### config.mk
export PLATFORM = sky130hd
export DESIGN_NAME = store_buffer
export DESIGN_NICKNAME = d
export VERILOG_FILES = /design/src/rtl/store_buffer.sv
export SDC_FILE = /design/constraint.sdc
export NUM_CORES = 1
export LEC_CHECK = 0
export CAP_MARGIN = 40
export CELL_PAD_IN_SITES_DETAIL_PLACEMENT = 0
export CELL_PAD_IN_SITES_GLOBAL_PLACEMENT = 1
export CORE_MARGIN = 4
export CORE_UTILIZATION = 30
export DETAILED_ROUTE_END_ITERATION = 16
export GPL_TIMING_DRIVEN = 1
export PLACE_DENSITY = 0.58
export RECOVER_POWER = 50
export SLEW_MARGIN = 20
export SYNTH_ARGS = -nofsm -noshare
export SYNTH_HDL_FRONTEND = slang
export SYNTH_SLANG_ARGS = --single-unit
### constraint.sdc
create_clock -name Clk -period 3.2 [get_ports Clk]
set_clock_uncertainty 0.15 [all_clocks]
set_input_delay 0.64 -clock Clk [delete_from_list [all_inputs] [get_ports Clk]]
set_output_delay 0.64 -clock Clk [all_outputs]
set_load 0.02 [all_outputs]
### src/rtl/store_buffer.sv
// In-order store buffer: queues sb/sh/sw stores as lane-aligned word writes and drains them at the head.
// Define STORE_BUFFER_MERGE_EN to let a new store merge into the newest (non-head) entry for the same word.
module store_buffer #(
    parameter int DEPTH = 4
) (
    input  logic                    Clk,
    input  logic                    Rst_n,
    input  logic [1:0]              StoreSignal,
    input  logic [31:0]             Addr,
    input  logic [31:0]             In,
    input  logic                    ReqValid,
    output logic                    ReqReady,
    output logic [31:0]             MemAddr,
    output logic [31:0]             MemData,
    output logic [3:0]              MemByteEn,
    output logic                    MemValid,
    input  logic                    MemReady,
    output logic                    Misalign,
    output logic [$clog2(DEPTH):0]  Count
);

    localparam int AW = $clog2(DEPTH);
    localparam int CW = AW + 1;
    localparam logic [CW-1:0] FULL = CW'(DEPTH);

    // Request side accepts on ReqValid & ReqReady; memory side pops on MemValid & MemReady.
    // ReqReady comes only from registered state, so a same-cycle pop never frees a full buffer.

    logic [31:0]   addr_mem [DEPTH];
    logic [31:0]   data_mem [DEPTH];
    logic [3:0]    be_mem   [DEPTH];

    logic [AW-1:0] wr_ptr;
    logic [AW-1:0] rd_ptr;
    logic [CW-1:0] count_q;
    logic          misalign_q;

    logic          legal;
    logic [31:0]   req_data;
    logic [3:0]    req_be;
    logic [31:0]   word_addr;
    logic          fire;
    logic          accept;
    logic          alloc;
    logic          pop;
    logic          not_empty;

    always_comb begin
        legal    = 1'b0;
        req_data = '0;
        req_be   = '0;
        case (StoreSignal)
            2'b01: begin
                legal    = (Addr[1:0] == 2'b00);
                req_data = In;
                req_be   = 4'b1111;
            end
            2'b10: begin
                legal    = 1'b1;
                req_data = {4{In[7:0]}};
                req_be   = 4'b0001 << Addr[1:0];
            end
            2'b11: begin
                legal    = ~Addr[0];
                req_data = {2{In[15:0]}};
                req_be   = Addr[1] ? 4'b1100 : 4'b0011;
            end
            default: ;
        endcase
    end

    assign word_addr = {Addr[31:2], 2'b00};
    assign not_empty = (count_q != '0);
    assign ReqReady  = (count_q != FULL);
    assign fire      = ReqValid & ReqReady & (StoreSignal != 2'b00);
    assign accept    = fire & legal;
    assign pop       = not_empty & MemReady;

`ifdef STORE_BUFFER_MERGE_EN
    logic [AW-1:0] newest;
    logic          merge;
    logic [31:0]   merged_data;

    // Requiring two entries keeps the head (possibly being presented) untouched.
    assign newest = wr_ptr - 1'b1;
    assign merge  = accept && (count_q >= CW'(2)) && (addr_mem[newest] == word_addr);
    assign alloc  = accept & ~merge;

    always_comb begin
        merged_data = data_mem[newest];
        for (int i = 0; i < 4; i++) begin
            if (req_be[i]) begin
                merged_data[8*i +: 8] = req_data[8*i +: 8];
            end
        end
    end
`else
    assign alloc = accept;
`endif

    // Entry storage carries no reset; outputs are masked while empty.
    always_ff @(posedge Clk) begin
        if (alloc) begin
            addr_mem[wr_ptr] <= word_addr;
            data_mem[wr_ptr] <= req_data;
            be_mem[wr_ptr]   <= req_be;
        end
`ifdef STORE_BUFFER_MERGE_EN
        else if (merge) begin
            data_mem[newest] <= merged_data;
            be_mem[newest]   <= be_mem[newest] | req_be;
        end
`endif
    end

    always_ff @(posedge Clk or negedge Rst_n) begin
        if (!Rst_n) begin
            wr_ptr     <= '0;
            rd_ptr     <= '0;
            count_q    <= '0;
            misalign_q <= 1'b0;
        end else begin
            misalign_q <= fire & ~legal;
            if (alloc) begin
                wr_ptr <= wr_ptr + 1'b1;
            end
            if (pop) begin
                rd_ptr <= rd_ptr + 1'b1;
            end
            case ({alloc, pop})
                2'b10:   count_q <= count_q + 1'b1;
                2'b01:   count_q <= count_q - 1'b1;
                default: count_q <= count_q;
            endcase
        end
    end

    assign MemValid  = not_empty;
    assign MemAddr   = not_empty ? addr_mem[rd_ptr] : '0;
    assign MemData   = not_empty ? data_mem[rd_ptr] : '0;
    assign MemByteEn = not_empty ? be_mem[rd_ptr]   : '0;
    assign Misalign  = misalign_q;
    assign Count     = count_q;

endmodule

Figure 1. Placement density heat map (run 1).
Scale: 1.5 px per micron. 20 x 20 tiles, from dark purple (low) to yellow (high), 0 to 100% covered.
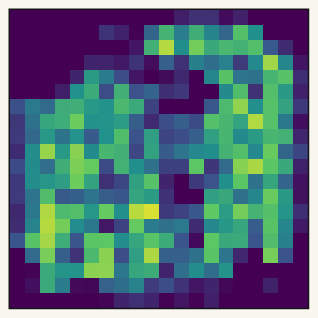
nearly empty tiles	22%
mean over tiles	34%
fullest tile	94%
emptiest ninth of the die	top left
tiles over 75% full	7.5%
densest ninth of the die	right middle

Figure 2. Logic cells by family (run 1).
Scale: 2 px per micron.
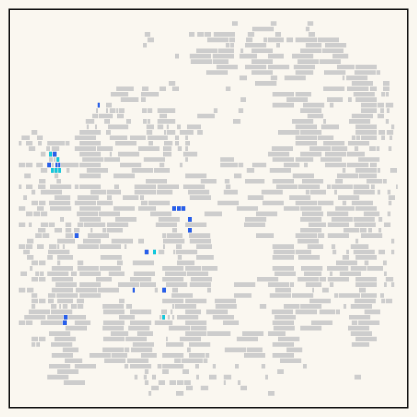
family	color	cells	most used
nor cells	blue	16	nor2b_1
aoi and oai cells	cyan	7	a21oi_1

Figure 3. Clock nets (run 1).
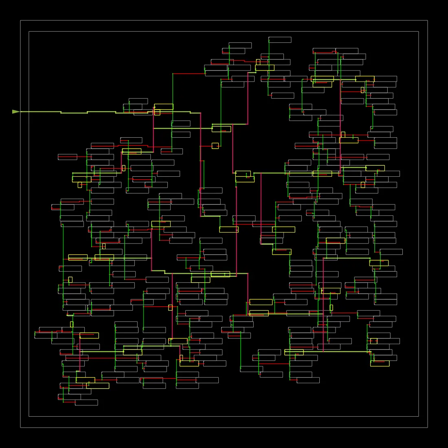
clock buffers: 31
Insertion Delay late pin: 550 ps

Figure 4. Sequential cells colored by netlist name (run 1).
Scale: 2 px per micron. Other sequential cells in the stronger gray, the rest of the logic in the fainter gray.
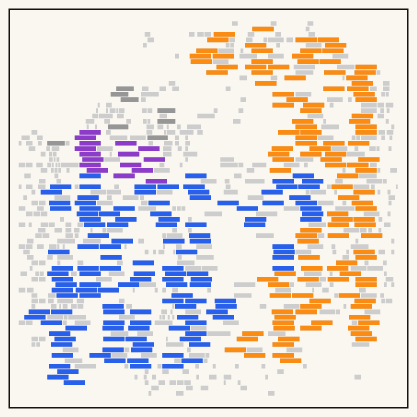
name in the netlist	color	sequential cells
data_mem	blue	128
be_mem	purple	16
addr_mem	orange	120
not colored	8

==> results.cfg, run 1 <==
; physical design summary
[job]
warning_count = 31
drv_cap = 0

[final_layout]
fillers = 3250
syn_to_final_growth_pct = 27.63
mi_logic_area_sq_um = 2545
antenna_cells = 0
layout_top_cells = 264 x edfxtp_1, 66 x mux4_2, 65 x and2_1
fin_util_pct = 38.98
regArea_sq_um = 8135
final_cell_area_sq_um = 13900
nNetsFinal = 781
drive_gt1_share_pct = 27.52

[power_and_ir_drop]
p_comb_share_pct = 37.4
maxPowerGroup = combinational logic
p_int_uw = 8429
pg_comb_uw = 4600
ir_worst_vdd_mv = 0.4367
netSwitchingPower_uw = 3880
swShare_pct = 31.52
p_seq_uw = 4400
p_per_area_nw_per_um2 = 885.7
p_clk_uw = 3300

[setup_path]
r2r_slack_ps = 460
cp_slowest_stage_delay_ps = 550
path_class = reg2out
critPathTopFamily = buffers and inverters
r2r_start = Count[2]$_DFFE_PN0P_
slowest_stage = mux4_2
arrival_ps = 2340
ff2ff_path_depth = 5
crit_buf_inv = 3
reg2reg_to = data_mem[2][7]$_DFFE_PP_
path_max_fanout = 12

[global_routing]
grt.overflow.total = 0
grt.total_usage_pct = 12.85
use_met3_pct = 2.744
grt_start_max_net_pins = 47

[routing]
vias_per_cell = 4.749
first_pass_iters = 4
routedWlPerCell_microns = 21.63
routed-via-count = 5623
drc = 0

[place]
dpl.hpwl_microns = 16090
port_buffers = 141
pre_cts_ws_ps = 245.3

[synth]
synth.top_cell.area_share_pct = 72.80
yosys_warnings = 0
edf_count = 264
ff_type = edfxtp_1
postSynthSeqShare_pct = 74.64
avgSynthCellArea_sq_um = 20.70
yosys_register_bits = 272
top_area_cell = edfxtp_1
yosys_area_sq_um = 10890
yosys.cell_types.count = 31
ys_cells = 526
ys_top_cells_by_area = edfxtp_1 73%, mux4_2 14%, and2_1 4.1%

[worst_hold_path]
hp-class = in2async

[final_timing]
setup_ws_ps = 65.85
hold_viol_final = 0
setup_viol = 0
finalCritPeriodShare_pct = 97.94
max_clock_freq_ghz = 0.3191
setup_tns_ps = 0

[cts]
clk_pin_slew_worst_paths_ps = 60
htreeDepth = 1
cts_buffer_depth = 3

[floorplan]
io_pins = 144
die_w_microns = 198.5

[status]
status = complete, no violations
## run 1: cells by family (layout without fill, tap and decap cells)
| group | after synthesis | after routing | share of synthesized area [%] |
|---|---|---|---|
| compound gates | 29 | 29 | 2.103 |
| xor+xnor | 6 | 6 | 0.4827 |
| fa+ha+maj | 6 | 6 | 0.7584 |
| buf+inv | 38 | 234 | 2.057 |
| flops | 272 | 272 | 74.64 |
| mux | 74 | 74 | 14.47 |
| other cells | 1 | 2 | 0.03444 |
| simple gates | 100 | 100 | 5.458 |
## run 1: timing repair
| action | CTS | global route |
|---|---|---|
| hold endpoints to repair | 0 | 0 |
| gates resized | 179 | 23 |
| cloned | 2 | 1 |
| setup endpoints to repair | 65 | 28 |
| buffers inserted | 10 | 2 |
## run 1: registers in the layout (all words and copies together), names as in the netlist
signal    cells
Count         3
Misalign      1
addr_mem    120
be_mem       16
data_mem    128
rd_ptr        2
wr_ptr        2
## run 1: layout make-up
class | instances | share of cell area (%)
clock buffers | 31 | 5.275
repair buffers | 178 | 12.03
inverters | 7 | 0.1891
well taps | 461 | 4.150
clock inverters | 18 | 1.512
flip-flops and latches | 272 | 58.53
multi-input cells | 217 | 18.31
## run 1: how the worst max path moves through the flow
stage / startpoint / to
floorplan: StoreSignal[1] / addr_mem[0][0]$_DFFE_PP_
global placement: StoreSignal[1] / data_mem[0][28]$_DFFE_PP_
detailed placement: rd_ptr[0]$_DFFE_PN0P_ / MemData[9]
CTS: rd_ptr[0]$_DFFE_PN0P_ / MemData[17]
global route: rd_ptr[0]$_DFFE_PN0P_ / MemData[30]
finish: rd_ptr[0]$_DFFE_PN0P_ / MemData[30]
--- run 2 (diff from run 1) ---
--- a/config.mk
+++ b/config.mk
@@ -9,10 +9,10 @@
 export CELL_PAD_IN_SITES_DETAIL_PLACEMENT = 0
 export CELL_PAD_IN_SITES_GLOBAL_PLACEMENT = 1
 export CORE_MARGIN = 4
-export CORE_UTILIZATION = 30
+export CORE_UTILIZATION = 43
 export DETAILED_ROUTE_END_ITERATION = 16
 export GPL_TIMING_DRIVEN = 1
-export PLACE_DENSITY = 0.58
+export PLACE_DENSITY = 0.78
 export RECOVER_POWER = 50
 export SLEW_MARGIN = 20
 export SYNTH_ARGS = -nofsm -noshare
==> run 2 against run 1 <==
Global-route usage rose by 3.2 points. Highest routed layer is now met4. Final cell count fell by 12%. Die size fell by 29%. Largest cell class unchanged. Sequential power barely moved. Synthesized cell count did not move. Non-clock buffer count fell by 2. Register-to-register slack barely moved.
==> results.cfg, run 2 <==
; physical design summary
[routing]
drc = 0
dr_wl_met3_microns = 1711
met2_length_microns = 10980
wl_met1_microns = 9975
first_pass_iters = 5
vias_per_cell = 5.351
antenna_left = 0
postRouteWirelength_microns = 22910
routedWlPerCell_microns = 21.96
initialDrtViolationCount = 469
topRoutingLayerUsed = met4
routed-via-count = 5581

[global_routing]
grt_pass1_vias = 5953
gr-usage-met2_pct = 25.85
use_met3_pct = 3.866
grt-busiest-layer = met2
grt.total_usage_pct = 16.01
grt_pass1_wl_microns = 34930
use_met1_pct = 22.87
grt_start_max_net_pins = 70
antenna_found_initial = 0
grt.overflow.total = 0

[final_layout]
antenna_cells = 0
lay_top_count = edfxtp_1
regArea_sq_um = 8135
largest_reg_flops = 128
fillers = 1866
top_regs = data_mem: 128 flops, addr_mem: 120 flops, be_mem: 16 flops
mi_logic_area_sq_um = 2545
nNetsFinal = 776
regMostFlops = data_mem
fin_util_pct = 56.21
syn_to_final_growth_pct = 27.01
drive_gt1_share_pct = 21.14
layout_top_cells = 264 x edfxtp_1, 68 x and2_1, 66 x mux4_2

[power_and_ir_drop]
netSwitchingPower_uw = 3663
ir_worst_vdd_mv = 0.4954
p_comb_share_pct = 37.4
pg_comb_uw = 4490
total_leakage_power_uw = 0.004737
pwr-share-seq_pct = 36.7
maxPowerGroup = combinational logic
clkPwrFrac_pct = 25.9
p_seq_uw = 4410
p_clk_uw = 3110
p_per_area_nw_per_um2 = 868.1
swShare_pct = 30.51
p_int_uw = 8344

[setup_path]
r2r_slack_ps = 470
cp_slowest_stage_delay_ps = 510
slowest_stage = dfrtp_4
path_class = reg2out
path_cells = buf_12 -> buf_16 -> buf_4 -> mux4_2 -> and2_1 -> clkdlybuf4s15_2
cp-startpoint = rd_ptr[0]$_DFFE_PN0P_
path_max_fanout = 8
worstSetupEndpointType = output pin
ff2ff_path_depth = 5
cp-start-kind = flop
r2r_start = Count[2]$_DFFE_PN0P_
cp.required_ps = 2410
arrival_ps = 2340
reg2reg_to = addr_mem[3][14]$_DFFE_PP_
crit_end = MemAddr[14]

[cts]
cts-root-buf = clkbuf_16
cts_buffer_depth = 3
cts_tree = built
postCtsHoldBufs = 0
htreeDepth = 1
numClockSinks = 272
clk_pin_slew_worst_paths_ps = 60

[synth]
avgSynthCellArea_sq_um = 20.70
ys_top_cells_by_area = edfxtp_1 73%, mux4_2 14%, and2_1 4.1%
yosys_area_sq_um = 10890
yosys_warnings = 0
top_area_cell = edfxtp_1
syn_inst = 526
top_cells_by_count = 264 x edfxtp_1, 71 x and2_1, 66 x mux4_2
postSynthSeqShare_pct = 74.64
yosys_register_bits = 272
edf_count = 264
ys_cells = 526
async_flop_share_pct = 2.941
synth.top_cell.area_share_pct = 72.80
syn_area_sq_um = 10890
ff_type = edfxtp_1
top_cell = edfxtp_1
yosys.cell_types.count = 31

[place]
place.gp.congestion = 0.7383
dpl.hpwl_microns = 14980
port_buffers = 141

[final_timing]
max_slew_margin_pct = 18.59
max_clock_freq_ghz = 0.3191
grt_setup_unrepaired = no
setup_viol = 0
setup_tns_ps = 0
hold_viol_final = 0
fin_crit_ps = 3134
worst_slew_pin_slew_ps = 1221
drv_slew = 0
finalCritPeriodShare_pct = 97.94

[floorplan]
fp_util_pct = 44.26
core_sq_um = 24600
dieArea_sq_um = 27930
io_pins = 144
row_count = 57
die_w_microns = 167.1
die_h_microns = 167.1

[worst_hold_path]
hp-class = in2async

[job]
warning_count = 29
drv_cap = 0

[status]
status = complete, no violations
-- run 2: cell counts after synthesis --
No cell type changed its count.
-- run 2: per-stage QoR --
step	hold WS, ps	instance area [sq um]	cells	power [uW]	setup WS (ps)
final	363.1	13830	1043	12010	65.89
after global placement	353.0	12930	986	9262	268.0
after CTS	286.6	13830	1042	12160	23.63
after detailed placement	351.3	12940	987	9325	253.6
after floorplan	194.4	10900	527	7262	547.9
after global routing	369.2	13830	1043	12590	1.916
-- run 2: worst max-delay path: cells and delay by family, from the launching register on --
family | cells | cell delay [ps]
buffers and inverters | 4 | 710
DFF | 1 | 510
muxes | 1 | 420
and+or+nand+nor | 1 | 190
-- run 2: cell type report --
| type | count | share of cell area (%) |
|---|---|---|
| Sequential cell | 272 | 58.82 |
| Clock inverter | 13 | 1.185 |
| Tap cell | 324 | 2.931 |
| Multi-Input combinational cell | 217 | 18.40 |
| Clock buffer | 34 | 5.220 |
| Timing Repair Buffer | 176 | 13.25 |
| Inverter | 7 | 0.1900 |
-- run 2: repair_timing --
item                                    4_1_cts  5_1_grt
endpoints found under the setup margin       66        4
gates cloned                                  0        1
resized                                      75        2
buffers inserted                              8        0
hold endpoints to repair                      0        0
-- run 2: cells by family (layout without fill, tap and decap cells) --
| logic type | after synthesis | after routing | synth area share (%) |
|---|---|---|---|
| buffers and inverters | 38 | 230 | 2.057 |
| flip-flops | 272 | 272 | 74.64 |
| adder cells (fa/ha/maj) | 6 | 6 | 0.7584 |
| AND/OR/NAND/NOR | 100 | 100 | 5.458 |
| AND-OR/OR-AND | 29 | 29 | 2.103 |
| multiplexers | 74 | 74 | 14.47 |
| XOR/XNOR | 6 | 6 | 0.4827 |
| other | 1 | 2 | 0.03444 |
Figure 5. Logic cells by family (run 2).
Scale: 3 px per micron.
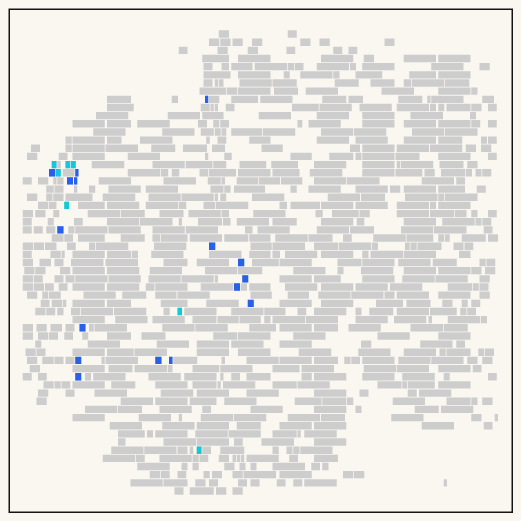
family	color	cells	most used
aoi and oai cells	cyan	7	a21oi_1
nor cells	blue	16	nor2b_1

Figure 6. Clock nets (run 2).
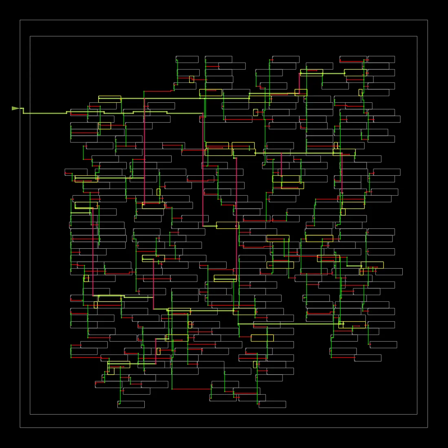
Insertion Delay late pin: 510 ps
total CTS buffers: 26

Figure 7. I/O nets highlighted (run 2).
Scale: 2 px per micron.
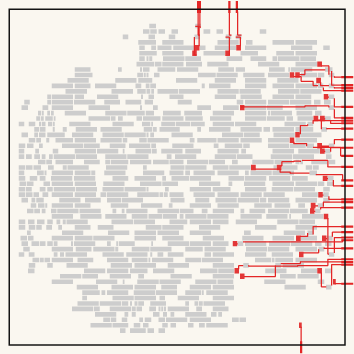

--- run 3 (diff from run 2) ---
--- a/config.mk
+++ b/config.mk
@@ -5,7 +5,7 @@
 export SDC_FILE = /design/constraint.sdc
 export NUM_CORES = 1
 export LEC_CHECK = 0
-export CAP_MARGIN = 40
+export CAP_MARGIN = 20
 export CELL_PAD_IN_SITES_DETAIL_PLACEMENT = 0
 export CELL_PAD_IN_SITES_GLOBAL_PLACEMENT = 1
 export CORE_MARGIN = 4
@@ -14,7 +14,6 @@
 export GPL_TIMING_DRIVEN = 1
 export PLACE_DENSITY = 0.78
 export RECOVER_POWER = 50
-export SLEW_MARGIN = 20
 export SYNTH_ARGS = -nofsm -noshare
 export SYNTH_HDL_FRONTEND = slang
 export SYNTH_SLANG_ARGS = --single-unit
Figure 8. I/O nets highlighted (run 3).
Scale: 2 px per micron.
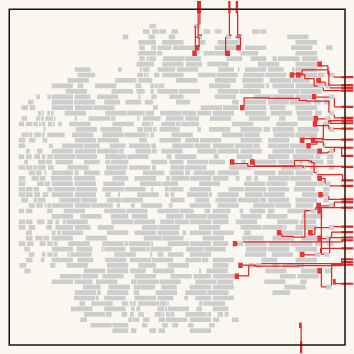
port	color	bits	direction	edge	end cells	buffers	wire
MemAddr	red	32	output	27 right, 4 top, 1 bottom	32	30	816 microns

==> run 3 against run 2 <==
Cell area grew 0.30%. Critical path depth decreased by 3. Largest cell class unchanged. Power up 1.7%. First-iteration DRC count is 3.8% higher. Largest power group unchanged. Flip-flop count unchanged.
==> results.cfg, run 3 <==
; physical design summary
[synth]
yosys.cell_types.count = 31
ys_top_cells_by_area = edfxtp_1 73%, mux4_2 14%, and2_1 4.1%
top_area_cell = edfxtp_1
top_cells_by_count = 264 x edfxtp_1, 71 x and2_1, 66 x mux4_2
yosys_area_sq_um = 10890
yosys_warnings = 0
ys_cells = 526
yosys_register_bits = 272
async_flop_share_pct = 2.941
edf_count = 264
postSynthSeqShare_pct = 74.64
ff_type = edfxtp_1
top_cell = edfxtp_1
avgSynthCellArea_sq_um = 20.70
syn_area_sq_um = 10890

[routing]
drc = 0
first_pass_iters = 5
antenna_left = 0
routedWlPerCell_microns = 21.69
routed-via-count = 5563
initialDrtViolationCount = 487
postRouteWirelength_microns = 22620
vias_per_cell = 5.334

[floorplan]
row_count = 57
io_pins = 144
dieArea_sq_um = 27930
fp_util_pct = 44.26
die_w_microns = 167.1
die_h_microns = 167.1

[final_layout]
fillers = 1905
antenna_cells = 0
largest_reg_flops = 128
lay_top_count = edfxtp_1
layout_top_cells = 264 x edfxtp_1, 68 x and2_1, 66 x mux4_2
regMostFlops = data_mem
stdcell_count = 1043
syn_to_final_growth_pct = 27.39
top_regs = data_mem: 128 flops, addr_mem: 120 flops, be_mem: 16 flops

[final_timing]
grt_setup_unrepaired = no
hold_viol_final = 0
finalCritPeriodShare_pct = 96.55
hold_ws_ps = 355.6
max_clock_freq_ghz = 0.3237
setup_viol = 0
worst_slew_pin_slew_ps = 1245
setup_tns_ps = 0
fin_crit_ps = 3090
max_slew_margin_pct = 16.97

[worst_hold_path]
hp-class = in2async

[cts]
postCtsHoldBufs = 0
numClockSinks = 272
cts_tree = built
cts-root-buf = clkbuf_16
clk_latency_ps = 520
cts_buffer_depth = 3
htreeDepth = 1

[setup_path]
worstSetupEndpointType = output pin
cp-startpoint = Count[0]$_DFFE_PN0P_
crit_end = MemValid
path_max_fanout = 69
r2r_start = Count[2]$_DFFE_PN0P_
cp.required_ps = 2410
ff2ff_path_depth = 5
path_class = reg2out
r2r_slack_ps = 500

[global_routing]
grt_start_max_net_pins = 70
grt_pass1_vias = 6004
grt.overflow.total = 0
antenna_found_initial = 0
grt_pass1_wl_microns = 34950
grt.total_usage_pct = 16.01

[power_and_ir_drop]
p_per_area_nw_per_um2 = 879.9
ir_worst_vdd_mv = 0.5184
total_leakage_power_uw = 0.004769

[place]
port_buffers = 141
dpl.hpwl_microns = 15050

[job]
warning_count = 29
drv_cap = 0

[status]
status = complete, no violations
Figure 9. Logic cells by family (run 3).
Scale: 3 px per micron.
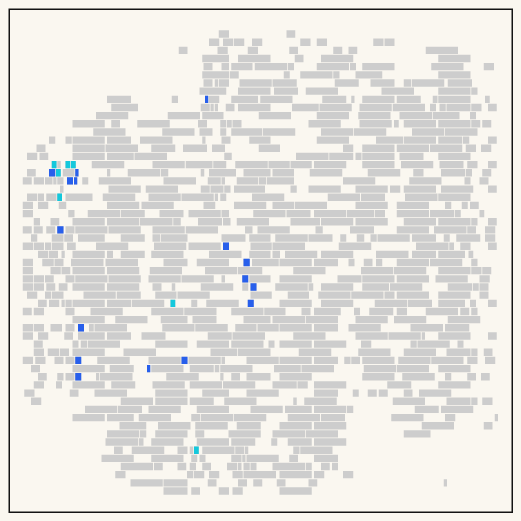
family	color	cells	most used
aoi and oai cells	cyan	7	a21oi_1
nor cells	blue	16	nor2b_1

==> run 3: timing repair <==
action,4_1_cts,5_1_grt
setup endpoints to repair,66,5
gates cloned,0,0
buffers inserted,7,1
pin swaps,0,0
resized,79,0
==> run 3: area by class of cell <==
| class | count | area (sq um) | area share [%] |
|---|---|---|---|
| flip-flops and latches | 272 | 8135 | 58.65 |
| multi-input cells | 217 | 2545 | 18.35 |
| repair buffers | 174 | 1795 | 12.94 |
| clock buffers | 29 | 683.2 | 4.925 |
| well taps | 324 | 405.4 | 2.922 |
| clock inverters | 20 | 281.5 | 2.029 |
| inverters | 7 | 26.28 | 0.1894 |
==> run 3: per-stage QoR <==
step	instance area [sq um]	total power [uW]	setup slack, ps
after floorplan	10900	7262	547.9
after global placement	12930	9262	268.0
after detailed placement	12930	9320	240.3
after CTS	13870	12370	31.81
after global routing	13870	12800	26.14
final	13870	12210	110.5
==> run 3: per-layer routing <==
layer / global-route usage (%) / wire, microns / share of wire (%) / vias up
met3: 4.432 / 1825 / 8.1 / 15
met4: 2.717 / 189 / 0.84 / 0
met2: 25.18 / 10620 / 47 / 220
met5: 0 / 0 / 0 / -
li1: - / - / - / 2452
met1: 23.17 / 9985 / 44 / 2876
==> run 3: logic make-up after synthesis <==
logic type | synth area share (%)
compound gates | 2.103
xor+xnor | 0.4827
fa+ha+maj | 0.7584
buf+inv | 2.057
flops | 74.64
mux | 14.47
other cells | 0.03444
simple gates | 5.458
==> run 3: power breakdown <==
group	switching, uW	internal (uW)	total (uW)
Sequential	137	4270	4400
Combinational	2300	2140	4440
Clock	1250	2110	3360
==> run 3: worst max-delay path, cell delays in order (launching register included) <==
cell	delay, ps
dfrtp_1	430
or3_2	520
buf_12	210
clkdlybuf4s50_1	580
No activity file was given, so power comes from the tool's default toggle rates.
